**Met2 routing**

Scale: 3 px per um.
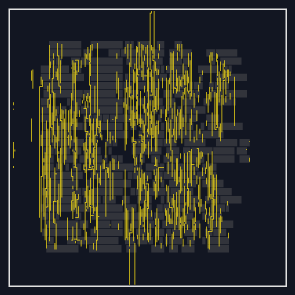
**Gate families picked out**

Scale: 4 px per um.
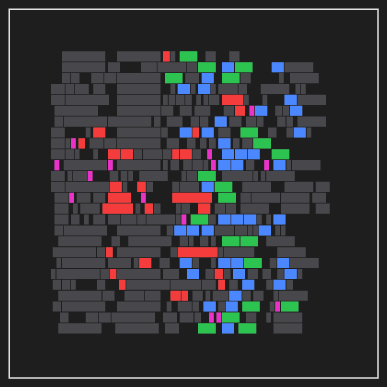
--- config.mk ---
export PLATFORM = sky130hd
export DESIGN_NAME = clk_tick_gen_flat
export DESIGN_NICKNAME = d
export VERILOG_FILES = /design/src/rtl/clk_tick_gen_if.sv /design/src/rtl/clk_tick_gen.sv /design/src/flat_wrapper.sv
export SDC_FILE = /design/constraint.sdc
export NUM_CORES = 1
export LEC_CHECK = 0
export CAP_MARGIN = 30
export CORE_MARGIN = 10
export CORE_UTILIZATION = 65
export CTS_BUF_LIST = sky130_fd_sc_hd__clkbuf_4 sky130_fd_sc_hd__clkbuf_8
export DETAILED_ROUTE_END_ITERATION = 8
export GPL_TIMING_DRIVEN = 0
export PLACE_DENSITY = 0.86
export SYNTH_ARGS = -nofsm -noshare
export SYNTH_HDL_FRONTEND = slang
export SYNTH_SLANG_ARGS = --single-unit
--- constraint.sdc ---
create_clock -name CLK -period 8.6 [get_ports CLK]
set_input_delay 0.86 -clock CLK [delete_from_list [all_inputs] [get_ports CLK]]
set_output_delay 0.86 -clock CLK [all_outputs]
set_load 0.02 [all_outputs]
--- src/rtl/clk_tick_gen_if.sv ---
// rtl/clk_tick_gen_if.sv - control and tick bundle for the multi-channel clock divider
interface clk_tick_gen_if #(
    parameter int NUM_CH = 2,
    parameter int CNT_W  = 8
);
    logic [NUM_CH-1:0] CH_EN;
    logic [NUM_CH-1:0] DIV_LOAD;
    logic [CNT_W-1:0]  DIV_VALUE;
    logic              SYNC;
    logic [NUM_CH-1:0] TICK;
    logic [NUM_CH-1:0] CLK_OUT;
    logic [NUM_CH-1:0] DIV_PENDING;

    modport master (
        output CH_EN, DIV_LOAD, DIV_VALUE, SYNC,
        input  TICK, CLK_OUT, DIV_PENDING
    );

    modport slave (
        input  CH_EN, DIV_LOAD, DIV_VALUE, SYNC,
        output TICK, CLK_OUT, DIV_PENDING
    );
endinterface

--- src/rtl/clk_tick_gen.sv ---
// rtl/clk_tick_gen.sv - NUM_CH independent clock dividers with shadowed divisors and phase sync
module clk_tick_gen #(
    parameter int NUM_CH  = 2,
    parameter int CNT_W   = 8,
    parameter int DEF_DIV = 50
) (
    input  logic           CLK,
    input  logic           RESET,
    clk_tick_gen_if.slave  bus
);
    localparam logic [CNT_W-1:0] DEF_D = CNT_W'(DEF_DIV);

    logic [CNT_W-1:0]  div_q    [NUM_CH];
    logic [CNT_W-1:0]  shadow_q [NUM_CH];
    logic [CNT_W-1:0]  cnt_q    [NUM_CH];
    logic [NUM_CH-1:0] pend_q;
    logic [NUM_CH-1:0] tick_q;
    logic [NUM_CH-1:0] clk_q;

    logic [CNT_W-1:0]  de   [NUM_CH];
    logic [CNT_W:0]    half [NUM_CH];
    logic [NUM_CH-1:0] tc;
    logic [NUM_CH-1:0] restart;

    // Divisors below 2 run as divide-by-2; half is one bit wider so (De+1) cannot wrap.
    always_comb begin
        for (int i = 0; i < NUM_CH; i++) begin
            de[i]      = (div_q[i] < CNT_W'(2)) ? CNT_W'(2) : div_q[i];
            half[i]    = ({1'b0, de[i]} + (CNT_W+1)'(1)) >> 1;
            tc[i]      = bus.CH_EN[i] && (cnt_q[i] == de[i] - CNT_W'(1));
            restart[i] = !bus.CH_EN[i] || tc[i] || bus.SYNC;
        end
    end

    always_ff @(posedge CLK) begin
        if (RESET) begin
            tick_q <= '0;
            clk_q  <= '0;
            pend_q <= '0;
            for (int i = 0; i < NUM_CH; i++) begin
                div_q[i]    <= DEF_D;
                shadow_q[i] <= DEF_D;
                cnt_q[i]    <= '0;
            end
        end else begin
            for (int i = 0; i < NUM_CH; i++) begin
                tick_q[i] <= tc[i] && !bus.SYNC;
                clk_q[i]  <= bus.CH_EN[i] && ({1'b0, cnt_q[i]} < half[i]);
                cnt_q[i]  <= restart[i] ? '0 : cnt_q[i] + CNT_W'(1);
                // A load landing on terminal count goes straight to the active divisor.
                if (tc[i] && bus.DIV_LOAD[i]) begin
                    div_q[i]    <= bus.DIV_VALUE;
                    shadow_q[i] <= bus.DIV_VALUE;
                    pend_q[i]   <= 1'b0;
                end else begin
                    if (restart[i] && pend_q[i])
                        div_q[i] <= shadow_q[i];
                    if (bus.DIV_LOAD[i]) begin
                        shadow_q[i] <= bus.DIV_VALUE;
                        pend_q[i]   <= 1'b1;
                    end else if (restart[i]) begin
                        pend_q[i] <= 1'b0;
                    end
                end
            end
        end
    end

    assign bus.TICK        = tick_q;
    assign bus.CLK_OUT     = clk_q;
    assign bus.DIV_PENDING = pend_q;
endmodule

--- src/flat_wrapper.sv ---
// flat-port wrapper written by rule: the top's interface ports become plain ports
module clk_tick_gen_flat 
#(
    parameter int NUM_CH  = 2,
    parameter int CNT_W   = 8,
    parameter int DEF_DIV = 50
)
  (CLK, RESET, bus_CH_EN, bus_DIV_LOAD, bus_DIV_VALUE, bus_SYNC, bus_TICK, bus_CLK_OUT, bus_DIV_PENDING);
  clk_tick_gen_if #(.NUM_CH(NUM_CH), .CNT_W(CNT_W)) bus_i ();
  input  logic CLK;
  input  logic RESET;
  input wire logic [$bits(bus_i.CH_EN)-1:0] bus_CH_EN;
  input wire logic [$bits(bus_i.DIV_LOAD)-1:0] bus_DIV_LOAD;
  input wire logic [$bits(bus_i.DIV_VALUE)-1:0] bus_DIV_VALUE;
  input wire logic [$bits(bus_i.SYNC)-1:0] bus_SYNC;
  output wire logic [$bits(bus_i.TICK)-1:0] bus_TICK;
  output wire logic [$bits(bus_i.CLK_OUT)-1:0] bus_CLK_OUT;
  output wire logic [$bits(bus_i.DIV_PENDING)-1:0] bus_DIV_PENDING;
  assign bus_i.CH_EN = bus_CH_EN;
  assign bus_i.DIV_LOAD = bus_DIV_LOAD;
  assign bus_i.DIV_VALUE = bus_DIV_VALUE;
  assign bus_i.SYNC = bus_SYNC;
  assign bus_TICK = bus_i.TICK;
  assign bus_CLK_OUT = bus_i.CLK_OUT;
  assign bus_DIV_PENDING = bus_i.DIV_PENDING;
  clk_tick_gen #(.NUM_CH(NUM_CH), .CNT_W(CNT_W), .DEF_DIV(DEF_DIV)) u_core (.CLK(CLK), .RESET(RESET), .bus(bus_i));
endmodule
==> impl_metrics.env <==
# flow metrics
export IMPL_power_top_group="registers"
export IMPL_number_of_clock_buffers_in_the_layout=5
export IMPL_setup_viol=0
export IMPL_hold_path_cell_count=1
export IMPL_clock_tree_root_cell="clkbuf_8"
export IMPL_worstMarginPinSlew_ns=0.583
export IMPL_antennaDiodeCount=0
export IMPL_cap_violations=0
export IMPL_ioPinCount=21
export IMPL_ys_seq_elements=54
export IMPL_dominant_cells="combinational gates"
export IMPL_max_freq_ghz=0.254
export IMPL_seq_power_uw=294
export IMPL_critPathCaptureType="flop"
export IMPL_yosysWarnings=0
export IMPL_clk_power_uw=141
export IMPL_flow_area_growth_from_synthesis_pct=10.9
export IMPL_number_of_antenna_violations_at_the_first_check_in_global_routing=0
export IMPL_global_route_wire_length_before_repair_um=10900
export IMPL_place_area_sq_um=3630
export IMPL_top_usage_layer="met2"
export IMPL_seqCellArea_sq_um=1400
export IMPL_final_fill_count=361
export IMPL_drt_first_iter_violations=118
export IMPL_min_path_type="flop to flop"
export IMPL_ir_drop_uv=119
export IMPL_power_combinational_uw=69.9
export IMPL_seq_total_area_pct=37.7
export IMPL_drtAntennaViolNets=0
export IMPL_layout_top_registers="u_core.cnt_q x16, u_core.div_q x16, u_core.shadow_q x16"
export IMPL_final_core_utilization_pct=73.7
export IMPL_finalMaxSlewViolations=0
export IMPL_timing_max_slew_rel_slack_pct=60.8
export IMPL_count_of_distinct_cell_types_in_the_synthesized_netlist=54
export IMPL_final_cell_mix="edfxtp_1, nor2_1, xor2_1"
export IMPL_die_area_sq_um=8430
export IMPL_power_switching_uw=130
export IMPL_globalRouteTotalUtil_pct=15.8
export IMPL_remaining_drc_errors=0
export IMPL_run_status="complete, no violations"
export IMPL_numPlacedInstances=409
export IMPL_synth_yosys_num_cells=320
export IMPL_nNetsFinal=381
export IMPL_cts_num_sinks=54
export IMPL_wl_per_cell_um=15.1
export IMPL_htree_levels=2
export IMPL_vias_per_cell=5.77
export IMPL_hp_start="u_core.cnt_q[0][8]"
export IMPL_logic_cell_area_sq_um=1830
export IMPL_crit_path_start_kind="flop"
export IMPL_chip_area_estimate_from_yosys_synthesis_sq_um=3350
export IMPL_worst_case_setup_margin_in_the_final_layout_ns=4.66
export IMPL_r2r_setup_slack_ns=4.66
export IMPL_fin_crit_sh_pct=45.8
export IMPL_syn_nets=355
export IMPL_worst_hold_margin_ns=0.518
export IMPL_use_met3_pct=3.26
export IMPL_crit_path_top_delay_cell="or4_4"
export IMPL_core_rowCount=26
export IMPL_die_h_um=91.8
export IMPL_synthArstFlopShare_pct=0
export IMPL_power_static_leakage_nw=1.51
-- 'met2 routing' (at the start) --
The layer holds 48% of the routed length. The layer carries 3,020 um of wire. The wires run mostly vertical.
WL final: 6290 um
GRT met2 Usage: 27.0%
vias post-DR: 2,401

-- 'gate families picked out' (at the start) --
aoi and oai cells: in red, cells 26. xor and xnor cells: in blue, cells 41. fa/ha/maj cells: in green, cells 20. inv cells: in magenta, cells 14.
leading cell type in the layout, fill and taps excluded: edfxtp_1
multi-input logic portion of the cell area: 49.1%
final instance count without filler cells: 416

==> worst max-delay path: cells and delay by family (launching register included) <==
family / cells / cell delay [ns]
AND-OR/OR-AND: 2 / 0.56
XOR/XNOR: 1 / 0.15
adder cells (fa/ha/maj): 1 / 0.30
buffers and inverters: 1 / 0.18
flip-flops: 1 / 0.38
multiplexers: 1 / 0.36
AND/OR/NAND/NOR: 5 / 1.69
==> cells in the mapped netlist (2+ instances only) <==
cell       instances
edfxtp_1          32
nor2_1            29
xor2_1            25
dfxtp_1           22
ha_1              20
nand3_1           19
nand2_1           17
xnor2_1           16
a21o_1            15
inv_1             14
and2_1            11
a22o_1            10
nor4_1             8
a21oi_1            7
and3_1             5
clkbuf_1           5
buf_2              4
nand4_1            4
nor2b_1            4
nor3_1             4
a2bb2oi_1          3
a31oi_1            3
nand2b_1           3
nor4_4             3
or4_4              3
and4_1             2
buf_6              2
o21ai_0            2
o41ai_4            2
or2_2              2
==> worst max-delay path by stage <==
stage	from	end	slack, ns	depth (start not counted)
2_1_floorplan	u_core.div_q[0][5]	u_core.div_q[0][0]	5.16	11
3_3_place_gp	u_core.div_q[0][4]	u_core.div_q[0][6]	4.88	11
3_5_place_dp	u_core.div_q[0][5]	u_core.div_q[0][7]	4.69	11
4_1_cts	u_core.div_q[0][5]	u_core.div_q[0][7]	4.65	11
5_1_grt	u_core.div_q[0][5]	u_core.div_q[0][4]	4.44	11
6_report	u_core.div_q[0][5]	u_core.div_q[0][5]	4.66	11
==> cell families after synthesis <==
group,share of synthesized area [%]
and+or+nand+nor,21.1
AOI/OAI and AO/OA,14.9
DFF,41.8
xor gates and xnor gates,10.7
buffers and inverters,3.77
adders and majority gates,7.46
muxes,0.299
